==> src/rtl/fifo_buffer.sv <==
// fifo_buffer: single-clock FIFO of 16-bit flits with registered read data and
// empty/full flags decoded from the occupancy count.
module fifo_buffer #(
  parameter int n = 4
) (
  input  logic        clk,
  input  logic        rst_n,
  input  logic        RD,
  input  logic        WR,
  input  logic [15:0] data,
  output logic [15:0] out,
  output logic        emp,
  output logic        full
);
  localparam int pw = $clog2(n);
  localparam int cw = $clog2(n + 1);
  logic [15:0]   mem [n];
  logic [pw-1:0] wptr, rptr;
  logic [cw-1:0] cnt;
  logic          wa, ra;
  assign emp  = cnt == '0;
  assign full = cnt == cw'(n);
  assign wa   = WR && !full;
  assign ra   = RD && !emp;
  // Storage has no reset so it can map onto RAM; stale entries are never read.
  always_ff @(posedge clk)
    if (wa) mem[wptr] <= data;
  always_ff @(posedge clk or negedge rst_n)
    if (!rst_n) begin
      wptr <= '0;
      rptr <= '0;
      cnt  <= '0;
      out  <= '0;
    end else begin
      if (wa) wptr <= (wptr == pw'(n - 1)) ? '0 : wptr + pw'(1);
      if (ra) begin
        out  <= mem[rptr];
        rptr <= (rptr == pw'(n - 1)) ? '0 : rptr + pw'(1);
      end
      cnt <= cnt + cw'(wa) - cw'(ra);
    end
endmodule

==> config.mk <==
export PLATFORM = sky130hd
export DESIGN_NAME = fifo_buffer
export DESIGN_NICKNAME = d
export VERILOG_FILES = /design/src/rtl/fifo_buffer.sv
export SDC_FILE = /design/constraint.sdc
export NUM_CORES = 1
export LEC_CHECK = 0
export CAP_MARGIN = 20
export CORE_MARGIN = 4
export CORE_UTILIZATION = 55
export CTS_BUF_LIST = sky130_fd_sc_hd__clkbuf_8 sky130_fd_sc_hd__clkbuf_16
export CTS_CLUSTER_SIZE = 16
export DETAILED_ROUTE_END_ITERATION = 10
export PLACE_DENSITY = 0.85
export SLEW_MARGIN = 30
export SYNTH_ARGS = -nofsm -noshare
export SYNTH_HDL_FRONTEND = slang
export SYNTH_SLANG_ARGS = --single-unit
==> constraint.sdc <==
create_clock -name clk -period 3 [get_ports clk]
set_clock_uncertainty 0.2 [all_clocks]
set_input_delay 0.6 -clock clk [delete_from_list [all_inputs] [get_ports clk]]
set_output_delay 0.6 -clock clk [all_outputs]
set_load 0.05 [all_outputs]
==> Changelog: implementation, run 1 <==
### Metrics

* I/O pin count at 38
* Die span in x at 86.2 µm
* CTS sink count at 87
* Clk pin slew, worst setup/hold paths at 0.08 ns
* Netlist cell types at 21
* Clk latency late pin at 0.35 ns
* Vias per inst at 5.50
* Top cells by count: 64 x edfxtp_1, 23 x dfrtp_1, 19 x mux2_2
* Post-Route Setup TNS at 0 ns
* Worst hold start: out[1]
* GRT overflow at 0
* DR iter-0 viols at 124
* Die H at 86.2 µm
* Syn_area_per_cell at 21.5 µm²
* M1 WL at 2.15 mm
* Worst R2R End: cnt[2]
* Critical path launch point: cnt[1]
* Met3 GRT Util at 0.0528
* Area leader share at 0.572
* Vias in the first global route at 1736
* Postcts setup bufs at 0
* Tool warnings at 29
* Placed Cells at 275
* PortBufs at 37
* RSZ-0062 raised after global routing: false
* DRC viols at 0
* Worst path depth at 2
* Clock Tree Root: clkbuf_8
* Commonest non-fill, non-tap cell in the layout: edfxtp_1
* CP peak stage delay at 0.84 ns
* Synthesized Nets at 184
* CTS tree: done
* Top-count cell post-synth: edfxtp_1
* Crit. End Element: primary output
* Nets at 239
* Arrival @ worst endpoint at 1.91 ns
* Yosys top cell by area: edfxtp_1
* Row count at 28
* Met2 wire len at 3.12 mm
* Final Max Slew Viols at 0
* Setup-failing EPs final at 0
* Final hold slack at 0.309 ns
* Worst reg-to-reg setup slack at 0.62 ns
* Top cells, area: edfxtp_1 57%, dfrtp_1 17%, mux4_2 7.4%
* H-tree Lvls at 3
* Clk buf depth at 2
* Mapped Cells at 156
* CP Cell Sequence: nor3b_2, clkdlybuf4s50_1
* Initial antenna violation count at 0
* Post-layout util at 0.689
* MaxCap Viol Count at 0
* First-pass GRT wire length at 9.10 mm
* Kind of critical path: reg -> out
* Area delta synth->final at 21.5%
* Worst VDD drop at 563 µV
* Peak fanout along the critical path at 5
* Filler cell count at 379
* Yosys cell count at 156
* Top logic cells by instance count in the layout: 64 x edfxtp_1, 37 x clkdlybuf4s50_1, 23 x dfrtp_1
* Status: finished clean
* CP startpoint kind: flip-flop
* Ant. Diodes at 0
* Reg2Reg Depth at 9
* RD Place Congestion at 0.696
* Placed instance area at 3890 µm²
* Mapped cell area at 3360 µm²
* Dpl hpwl at 4.01 mm
* Hold-fix buffers at CTS at 0
* Minimum clock period at 2.71 ns
* WL final at 5.65 mm
* YS chip area at 3360 µm²
* Count of final hold-check violations at 0
* Fp_density at 0.567
[run 1: area by class of cell]
class                      instances  area, µm²  area share
clock buffer                      10        138      0.0337
clock inverter                     6       53.8      0.0132
inverter                           7       26.3     0.00644
multi-input combinational         56        805       0.197
sequential                        87       2500       0.612
tap                               75       93.8      0.0230
timing repair buffer              50        468       0.115
[run 1: logic make-up after synthesis]
family,synth area share
xor gates and xnor gates,0.00522
and+or+nand+nor,0.0156
buffers and inverters,0.0227
AOI/OAI and AO/OA,0.00447
DFF,0.743
adders and majority gates,0.0320
muxes,0.177
[run 1: state kept, by name, summed over array words and instances, names as in the netlist]
signal / flops
out: 16
cnt: 3
rptr: 2
wptr: 2
mem: 64
[run 1: power by group]
group          internal, mW  switching [mW]
logic                 0.727           0.858
clock network         0.397           0.384
registers              1.65           0.226
Run 1, floorplan with the power grid:
The bar under the picture is 20 µm long. Pins as bars on the die edge. Tap cells in gray.
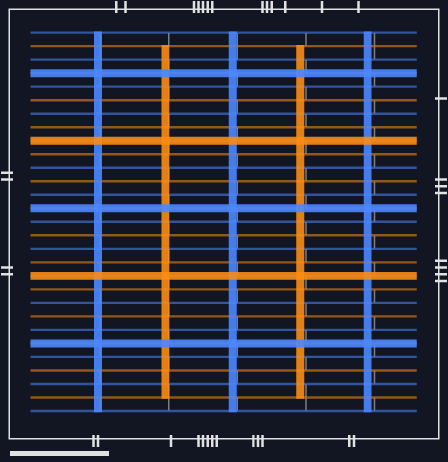
[VDD] orange
[VSS] blue
tap cells: 75
met5 straps: 5

Run 1, placement by cell class:
The bar under the picture is 20 µm long.
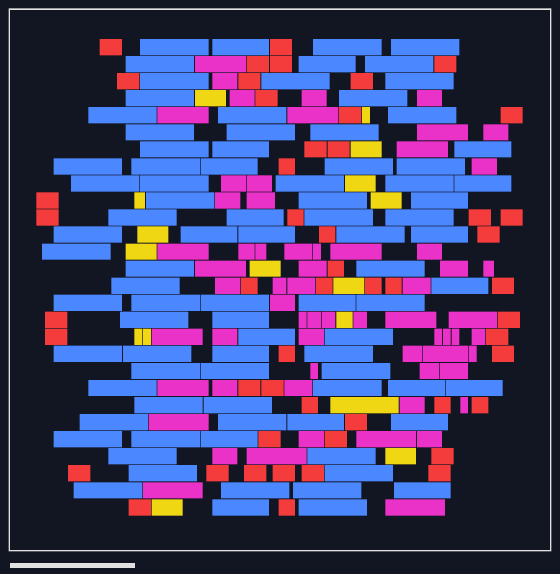
[other buffers and delay cells] red | cells: 50 | share of their area: 12%
[clock drivers and dummy loads] yellow | cells: 16 | share of their area: 4.8%
[all other logic] magenta | cells: 63 | share of their area: 21%
[flops] blue | cells: 87 | share of their area: 63%

Run 1, clock network drawn from the DEF:
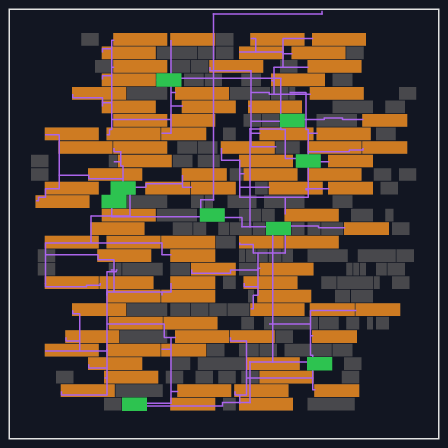
[clock wires] purple | length: 923 µm
[cells driving clock nets] green | count: 9
[flip-flops] orange | count: 87
routed clock nets: 10

Run 1, metal layers overlaid:
The bar under the picture is 20 µm long. Two of the layers only.
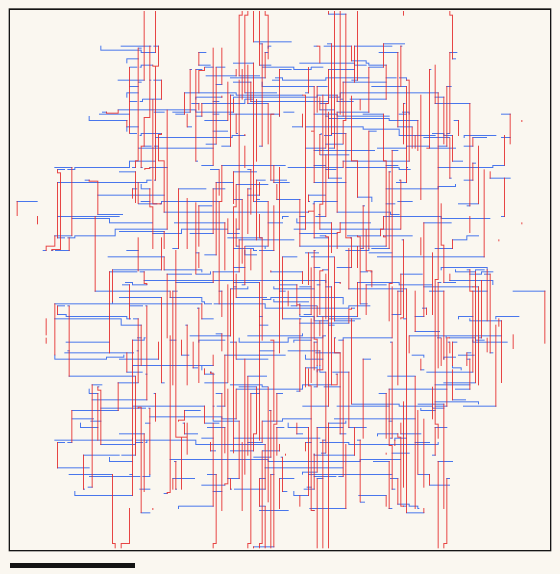
[met1] blue | wire length: 2150 µm
[met2] red | wire length: 3120 µm

## Run 2: what changed since run 1
SLEW_MARGIN = default   (was 30)
Run 2, metal layers overlaid:
The bar under the picture is 20 µm long. Two of the layers only.
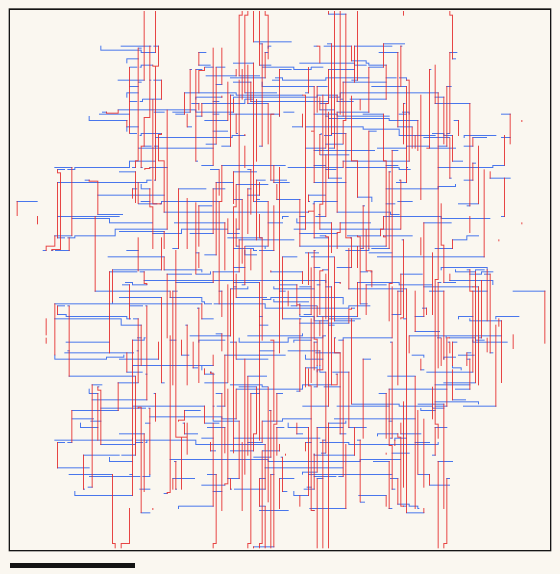
[met1] blue | wire length: 2150 µm
[met2] red | wire length: 3120 µm
WL final: 5.65 mm
via count: 1600

Run 2, placement view:
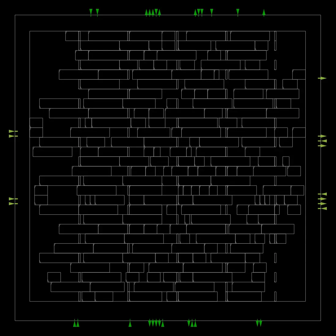
row count: 28
post-layout util: 0.689
filler cell count: 379

Run 2, placement by cell class:
The bar under the picture is 20 µm long.
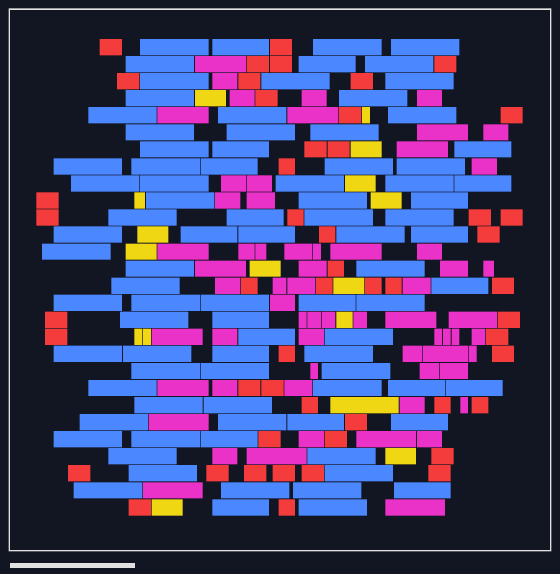
[other buffers and delay cells] red | cells: 50 | share of their area: 12%
[all other logic] magenta | cells: 63 | share of their area: 21%
[flops] blue | cells: 87 | share of their area: 63%
[clock drivers and dummy loads] yellow | cells: 16 | share of their area: 4.8%

==> Changelog: implementation, run 2 <==
### Metrics

* Nets at 239
* Comb. pwr at 1.59 mW
* Tool warnings at 29
* MaxCap Viol Count at 0
* M1 WL at 2.15 mm
* Final Non-Filler Cells at 291
* Yosys top cell by area: edfxtp_1
* Clock net power at 0.782 mW
* Top logic cells by instance count in the layout: 64 x edfxtp_1, 37 x clkdlybuf4s50_1, 23 x dfrtp_1
* Clk tree area frac at 0.0469
* Clk latency late pin at 0.35 ns
* Top-count cell post-synth: edfxtp_1
* Largest regs: mem: 64 flops, out: 16 flops, cnt: 3 flops
* Post-Route Setup TNS at 0 ns
* Arrival @ worst endpoint at 1.91 ns
* Multi-input combinational area share at 0.197
* Area delta synth->final at 21.5%
* Area leader share at 0.572
* First-pass GRT wire length at 9.10 mm
* Clock Tree Root: clkbuf_8
* Postcts setup bufs at 0
* Num sequential at 87
* Flop pwr share at 0.442
* Commonest non-fill, non-tap cell in the layout: edfxtp_1
* GRT overflow at 0
* Met2 wire len at 3.12 mm
* Netlist cell types at 21
* Vias per inst at 5.50
* Synthesized Nets at 184
* Status: finished clean
* Top cells, area: edfxtp_1 57%, dfrtp_1 17%, mux4_2 7.4%
* Hold-fix buffers at CTS at 0
* CP startpoint kind: flip-flop
* Minimum clock period at 2.71 ns
* Die H at 86.2 µm
* Final Max Slew Viols at 0
* Top power group: sequential cells
* Tapcells at 75
* Largest class: sequential cells
* Sw Pwr at 1.47 mW
* DR iter-0 viols at 124
* Clk pwr share at 0.184
* Buffers, non-clock at 50
* Fp_density at 0.567
* Syn_area_per_cell at 21.5 µm²
* Slew @ Worst Pin at 0.790 ns
* Pwr/cell area at 1040 nW/µm²
* Max FFs per register at 64
* Met3 GRT Util at 0.0528
* Gr usage total at 0.174
* Reg with most FFs: mem
* XOR/XNOR Area Share at 0.00521
* Vias in the first global route at 1736
* Initial antenna violation count at 0
* YS chip area at 3360 µm²
* Top cells by count: 64 x edfxtp_1, 23 x dfrtp_1, 19 x mux2_2
* P_int at 2.77 mW
* Simple share at 0.0156
* I/O pin count at 38
* RD Place Congestion at 0.696
* Clk buf depth at 2
* Inverter count at 7
* Setup-failing EPs final at 0
* Mapped cell area at 3360 µm²
* Final hold slack at 0.309 ns
* H-tree Lvls at 3
* Ant. Diodes at 0
* Worst VDD drop at 563 µV
* Sequential cell area at 2500 µm²
* Largest logic family: multiplexers
* Clk pin slew, worst setup/hold paths at 0.08 ns
* Yosys cell count at 156
* CTS tree: done
* # clk buffers at 10
* Worst reg-to-reg setup slack at 0.62 ns
* CTS sink count at 87
* Count of final hold-check violations at 0
* Compound Share, Synth at 0.00447
* DRC viols at 0
* Dpl hpwl at 4.01 mm
* Register share of the cell area at 0.612
* Mux share at 0.177
* Comb gates at 56
* Kind of critical path: reg -> out
* Placed Cells at 275
* Sequential power at 1.87 mW
run 2: final timing paths:
check	from	endpoint	cells past startpoint
setup / recovery	cnt[1]	full	2
hold / removal	out[1]	out[1]	1
setup reg to reg	cnt[2]	cnt[2]	9
hold reg to reg	out[1]	out[1]	1
max in group asynchronous	rst_n	rptr[0]	2
min in group asynchronous	rst_n	out[4]	2
run 2: through the flow:
| step | power, mW | area (µm²) |
|---|---|---|
| 3_3_place_gp | 3.39 | 3890 |
| 3_5_place_dp | 3.52 | 3890 |
| 4_1_cts | 4.29 | 4080 |
| 6_report | 4.24 | 4080 |
| 5_1_grt | 4.46 | 4080 |
| 2_1_floorplan | 2.96 | 3360 |
run 2: worst max-delay path, stage by stage (launching register included):
cell	delay, ns
dfrtp_1	0.47
nor3b_2	0.26
clkdlybuf4s50_1	0.84
## Run 3: what changed since run 2
CAP_MARGIN = 10   (was 20)
Run 3, placement view:
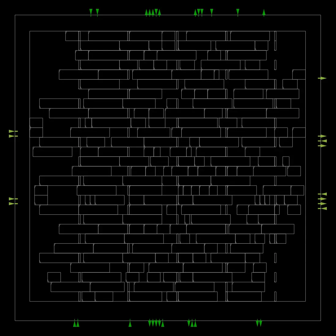
num sequential: 87
Tapcells: 75
CORE AREA: 5920 µm²

Run 3, metal layers overlaid:
The bar under the picture is 20 µm long. Two of the layers only.
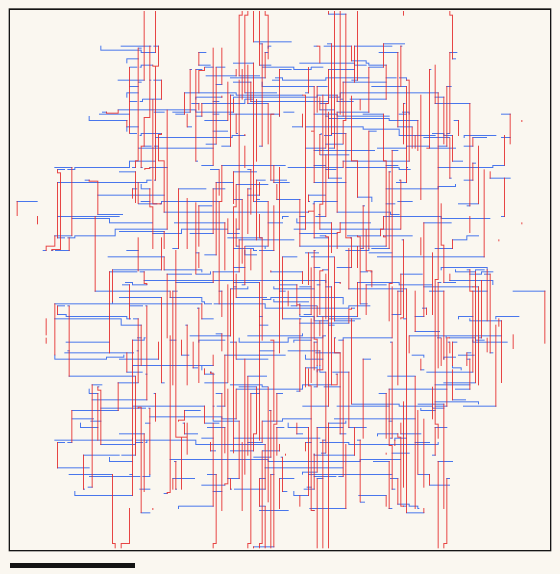
[met1] blue | wire length: 2150 µm
[met2] red | wire length: 3120 µm
gr usage total: 0.174
drt wl/cell: 19.4 µm

Run 3, placement by cell class:
The bar under the picture is 20 µm long.
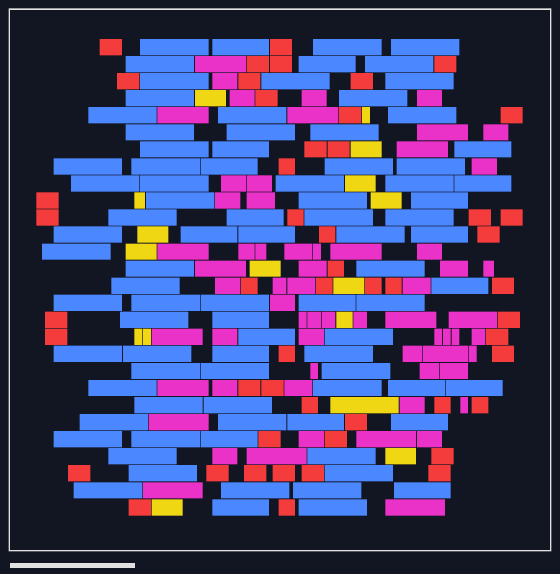
register share of the cell area: 0.612
Final Cell Area: 4080 µm²

==> Changelog: implementation, run 3 <==
### Metrics

* Worst hold path cell count at 1
* Critical path launch point: cnt[1]
* Main synth FF type: edfxtp_1
* Clock net power at 0.782 mW
* Row count at 28
* Worst hold start: out[1]
* CTS Buf Count at 9
* Top-count cell post-synth: edfxtp_1
* Yosys warnings at 0
* Hold-fix buffers at CTS at 0
* DP Worst Slack at 0.202 ns
* Sequential power at 1.87 mW
* Yosys cell count at 156
* Filler cell count at 379
* XOR/XNOR Area Share at 0.00521
* Detailed Routing Iterations Pass 1 at 4
* Area leader share at 0.572
* Worst VDD drop at 563 µV
* WHS Endpoint: out[1]
* Slew @ Worst Pin at 0.790 ns
* DRT antenna net count at 0
* Minimum clock period at 2.71 ns
* CP required at 2.20 ns
* CTS sink count at 87
* Mux share at 0.177
* Status: finished clean
* MaxCap Viol Count at 0
* Min-Delay Path Class: reg -> reg
* Arrival @ worst endpoint at 1.91 ns
* Peak fanout along the critical path at 5
* Worst path depth at 2
* Ant. Diodes at 0
* Peak Freq at 0.369 GHz
* Top delay family on crit path: buffers and inverters
* Final hold slack at 0.309 ns
* P_int at 2.77 mW
* Vias per inst at 5.50
* Clk pin slew, worst setup/hold paths at 0.08 ns
* Share of post-route cells with drive strength above 1 at 0.269
* Reg with most FFs: mem
* Dpl hpwl at 4.01 mm
* DRC viols at 0
* Compound Share, Synth at 0.00447
* Reg2reg start: cnt[2]
* Comb. pwr at 1.59 mW
* Placed Cells at 275
* Mapped Cells at 156
* Top power group: sequential cells
* Comb pwr share at 0.374
* Placed instance area at 3890 µm²
* Sw frac at 0.346
* Worst R2R End: cnt[2]
* Post-layout util at 0.689
* Fp_density at 0.567
* CP Capture Point: full
* H-tree Lvls at 3
* DR iter-0 viols at 124
* Worst reg-to-reg setup slack at 0.62 ns
* Fa+ha+maj area frac at 0.0320
* PnR worst setup slack at 0.287 ns
* Die H at 86.2 µm
* Die span in x at 86.2 µm
* Post-Route Setup TNS at 0 ns
* GRT overflow at 0
* RSZ-0062 raised after global routing: false
* CP startpoint kind: flip-flop
* Slowest cell on crit path: clkdlybuf4s50_1
* Max FFs per register at 64
* Yosys top cell by area: edfxtp_1
* Chip area at 7420 µm²
* WL final at 5.65 mm
* CP peak stage delay at 0.84 ns
* Resized cells post-CTS at 0
* Synth async-reset ratio at 0.264
* Seq cells post-synth at 87
* Commonest non-fill, non-tap cell in the layout: edfxtp_1
* PortBufs at 37
* Reg2Reg Depth at 9
* Lkg Pwr at 1.50 nW
* Largest regs: mem: 64 flops, out: 16 flops, cnt: 3 flops
* Largest net degree at the start of global routing at 24
* Final Non-Filler Cells at 291
* Setup-failing EPs final at 0
* Synthesized Nets at 184
* Flop pwr share at 0.442
* Post-synth seq share at 0.743
* First-pass GRT wire length at 9.10 mm
* Vias in the first global route at 1736
* Kind of critical path: reg -> out
* Top cells, area: edfxtp_1 57%, dfrtp_1 17%, mux4_2 7.4%
* Overall power at 4.24 mW
* Initial antenna violation count at 0
* Sw Pwr at 1.47 mW
* Clock Tree Root: clkbuf_8
* Crit share post-route at 0.904
* Count of final hold-check violations at 0
* Number of enable flip-flop cells at 64
* Final Max Slew Viols at 0
* RD Place Congestion at 0.696
* Syn_area_per_cell at 21.5 µm²
* Clk latency late pin at 0.35 ns
* Netlist cell types at 21
* Via count at 1600
* Crit. End Element: primary output
* Area delta synth->final at 21.5%
* Pwr/cell area at 1040 nW/µm²
* YS chip area at 3360 µm²
* Mapped cell area at 3360 µm²
* CTS tree: done
* Top logic cells by instance count in the layout: 64 x edfxtp_1, 37 x clkdlybuf4s50_1, 23 x dfrtp_1
* Clk buf depth at 2
* Nets at 239
* Buf+Inv Stages, Crit Path at 1
* Postcts setup bufs at 0
* Tool warnings at 29
* Largest logic family: multiplexers
* Rel. slew slack at 0.473
* Simple share at 0.0156
* Top cells by count: 64 x edfxtp_1, 23 x dfrtp_1, 19 x mux2_2
* I/O pin count at 38
* Clk pwr share at 0.184
* CP Cell Sequence: nor3b_2, clkdlybuf4s50_1
run 3: final cells by class:
| cell class | count | area [µm²] | area share |
|---|---|---|---|
| clock inverter | 6 | 53.8 | 0.0132 |
| clock buffer | 10 | 138 | 0.0337 |
| inverter | 7 | 26.3 | 0.00644 |
| sequential | 87 | 2500 | 0.612 |
| tap | 75 | 93.8 | 0.0230 |
| timing repair buffer | 50 | 468 | 0.115 |
| multi-input combinational | 56 | 805 | 0.197 |
run 3: per-layer routing:
layer / GRT usage / wire (µm)
met5: 0 / 0
met4: 0.0691 / 92
met3: 0.0528 / 289
met2: 0.301 / 3120
met1: 0.204 / 2150
Power and IR drop assume default switching activity.
